Figure 1. The metal 2 layer.
Scale: 1 px per µm.
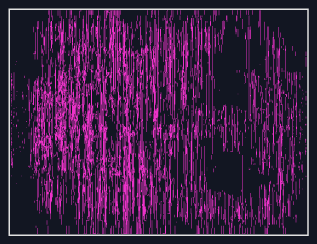
Figure 2. The clock network.
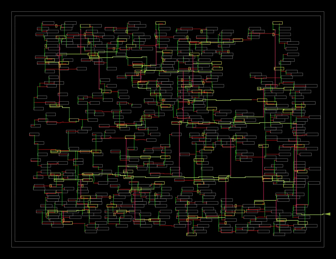
Figure 3. PDN straps and rails.
Scale: 1 px per µm. Pins as bars on the die edge.
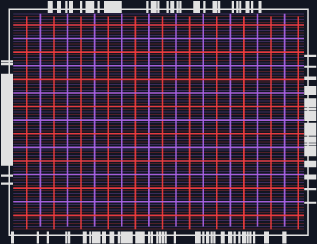
Figure 4. Local utilization.
Scale: 1 px per µm. 30 x 22 tiles, from black (low) to pale yellow (high), 0 to 100% covered.
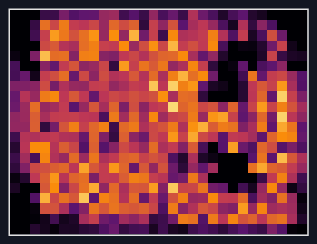
Figure 5. Where the registers sit.
Scale: 1 px per µm.
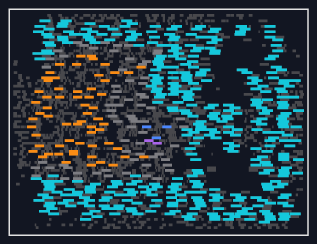
==> config.mk <==
export PLATFORM = sky130hd
export DESIGN_NAME = ysyx_22040895_ifu_prefetch
export DESIGN_NICKNAME = d
export VERILOG_FILES = /design/src/rtl/ysyx_22040895_ifu_prefetch_pkg.sv /design/src/rtl/ysyx_22040895_fetch_fifo.sv /design/src/rtl/ysyx_22040895_ifu_prefetch.sv
export SDC_FILE = /design/constraint.sdc
export NUM_CORES = 1
export LEC_CHECK = 0
export ABC_CLOCK_PERIOD_IN_PS = 4600
export CAP_MARGIN = 20
export CORE_ASPECT_RATIO = 0.75
export CORE_MARGIN = 3
export CORE_UTILIZATION = 35
export CTS_CLUSTER_SIZE = 8
export DETAILED_ROUTE_END_ITERATION = 8
export GPL_ROUTABILITY_DRIVEN = 0
export GPL_TIMING_DRIVEN = 0
export MAX_ROUTING_LAYER = met4
export PLACE_DENSITY = 0.54
export SKIP_CTS_REPAIR_TIMING = 1
export SYNTH_ARGS = -nofsm -noshare
export SYNTH_HDL_FRONTEND = slang
export SYNTH_SLANG_ARGS = --single-unit
export TNS_END_PERCENT = 10
==> constraint.sdc <==
create_clock -name clk -period 4.6 [get_ports clk]
set_clock_uncertainty 0.1 [all_clocks]
set_input_delay 0.92 -clock clk [delete_from_list [all_inputs] [get_ports clk]]
set_output_delay 0.92 -clock clk [all_outputs]
set_load 0.01 [all_outputs]
==> results.ini <==
[synth]
synth_top_cell_by_area = edfxtp_1
synth_seq_share = 0.6592
mux_share = 0.09804
ys_sh_aoi = 0.05886
yosysChipArea_mm2 = 0.02226
adder_share = 0.01079
edf_count = 376
top_logic_kind = simple AND/OR/NAND/NOR gates
yosysUniqueCellTypes = 69
ys.flops = 511
simple_gate_area_frac = 0.1225
flop_cell = edfxtp_1
top_area_frac = 0.5073
async_flop_share = 0.2642
yosys-stat-cells = 1523
avgSynthCellArea_um2 = 14.61
synthCells = 1523
ys_warn_count = 0
topCellsByArea = edfxtp_1 51%, dfrtp_1 15%, mux4_2 9.5%
synth.cell_area_mm2 = 0.02226
ys_sh_xor = 0.02794

[setup_path]
critical_path.slowest_cell = fa_1
crit_fanout = 10
worstSetupEndpointType = output port
path_cells = inv_1 > fa_1 > inv_1 > ha_1 > and3b_1 > o211a_1 > o211ai_4 > inv_1 > clkdlybuf4s50_1
critPathMaxStageDelay_ns = 0.54
ff2ff_path_depth = 12
worstPathRequired_ns = 3.58
worst_path_dominant_cell_family = buffers and inverters
crit_top_cell = inv_1
rrSetupSlack_ns = 0.18
critPathBufInv = 4
worstSetupStartpointType = flop
crit_arrival_ns = 3.63
crit_type = flop to output port
cp_num_cells = 9

[sta]
tightestPinTransition_ns = 1.176
timing.hold.ws_ns = 0.4415
finalCriticalPeriod_ns = 4.649
max-slew-margin-rel = 0.2105
rsz0062_at_grt = yes
finalHoldViolCount = 0
fin_ws_ns = -0.04937
fin_crit_sh = 1.011
max_freq_ghz = 0.2151
slew_violations = 0
setup_viol = 1

[global_routing]
antenna_found_initial = 1
grtUsageTotal = 0.2052
grt_first_pass_wirelength_um = 98100
grt_overflow_total = 0
grt_max_degree = 86
grt_pass1_vias = 14497

[worst_hold_path]
holdPathStages = 1
hold_path_class = flop to flop

[place]
dp_cells = 2643
hpwlAfterDp_um = 46770
dpl_worst_slack_ns = -0.3182
portBuffers = 257

[pwr]
ir_drop_v = 0.0002459
leakagePower_nw = 9.577
power_density_mw_per_mm2 = 501.8

[route]
antenna_left = 0
drt_iter0_drc = 1484
dr.pass1.iters = 6
drcViolationCount = 0
wl_per_cell_um = 24.22
routed_via_density = 5.343

[job]
warning_count = 34
maxCapViolations = 0

[layout]
final_cell_mix = 376 x edfxtp_1, 257 x clkdlybuf4s50_1, 133 x dfrtp_1
syn2layout_area_growth_pct = 27.38
layout-drive-gt1-share = 0.1219
nets = 1989
finalNonFillerCells = 2763
lay_top_count = edfxtp_1
largest_reg_flops = 376

[clocking]
clk_pin_slew_ns = 0.05
root_buffer = clkbuf_16
cts_tree = done
cts.htree.levels = 3
cts_max_path_buffers = 3

[status]
status = finished with violations
violations = setup timing

[floorplan]
ios = 265
std_cell_rows = 79
die_area_mm2 = 0.06668

-- Figure 1 (at the start) --
main direction = vertical
share of all routed wire = 45%
Total Wirelength: 66920 µm
routed vias: 14764
met2 usage: 0.3018

-- Figure 2 (at the start) --
TritonCTS Sinks: 511
Num CTS Buffers: 73
Latency at later pin: 0.60 ns
clk pwr: 5.03 mW
# clk buffers: 117

-- Figure 3 (at the start) --
purple -> VDD
red -> VSS
signal pins = 265
met4 straps = 21
met5 straps = 15
met1 rails = 80
Die W: 297.2 µm
Core ar.: 0.06247 mm²

-- Figure 4 (at the start) --
nearly empty tiles = 10%
emptiest ninth of the die = top right
fullest tile = 92%
Final Util: 0.4538
fp util: 0.3563

-- Figure 5 (at the start) --
purple -> r_outstanding  # placed flops 2
blue -> u_fifo.o_count  # placed flops 3
cyan -> u_fifo.r_mem  # placed flops 376, where widely spread
orange -> mem_req_addr_o  # placed flops 62, where left middle
not coloured = 68
register area: 0.01467 mm²
P_seq: 5.58 mW
sequential cell area share: 0.5175

## kinds of logic after synthesis
logic type      after synthesis
flops                       511
simple gates                495
compound gates              200
buf+inv                     127
mux                         100
xor+xnor                     71
fa+ha+maj                    18
other cells                   1
## area by class of cell
class,instances,area [µm²]
clock inverter,1,8.758
sequential,511,14670
clock buffer,117,2120
tap,850,1064
timing repair buffer,268,2835
fill,5604,34120
buffer,79,342.8
inverter,48,185.2
antenna,1,2.502
multi-input combinational,888,7121
## cell usage after synthesis (all sizes together) (4+ instances only)
master	n
a211o	4
a21o	15
a21oi	21
a221o	5
and2	105
and3	24
and4	15
buf	20
clkbuf	59
dfrtp	133
edfxtp	376
ha	16
inv	46
mux2	4
mux4	94
nand2	111
nand3	61
nand4	49
nor2	37
nor2b	4
nor3	30
nor3b	5
nor4	14
o211ai	22
o21ai	85
o311ai	14
o31a	8
o31ai	5
o41ai	8
or2	4
or3	18
or4	9
xnor2	31
xor2	40
## stage by stage
stage	utilization	total power, mW	cell area [µm²]	setup TNS [ns]
after CTS	0.4529	14.40	28290	-14.90
after global routing	0.4538	14.89	28350	-0.1593
after detailed placement	0.4189	9.312	26170	-0.4879
after floorplan	-	7.475	22270	-32.94
final	0.4538	14.22	28350	-0.04937
after global placement	0.4147	9.273	25900	-1221.74
## where the power goes
group	internal (mW)	leakage (nW)	switching, mW
logic	1.88	3.51	1.73
clock network	3.11	1.02	1.91
registers	5.27	5.04	0.311
total	10.3	9.58	3.96
## per-layer routing
layer  wire length (µm)  share of wire  track usage
met2              29790           0.45       0.3018
met1              30970           0.46       0.2910
met3               4975          0.074      0.04892
met4               1183          0.018      0.04444
met5                  0              0            -
Power is estimated from default activity; no workload was simulated.
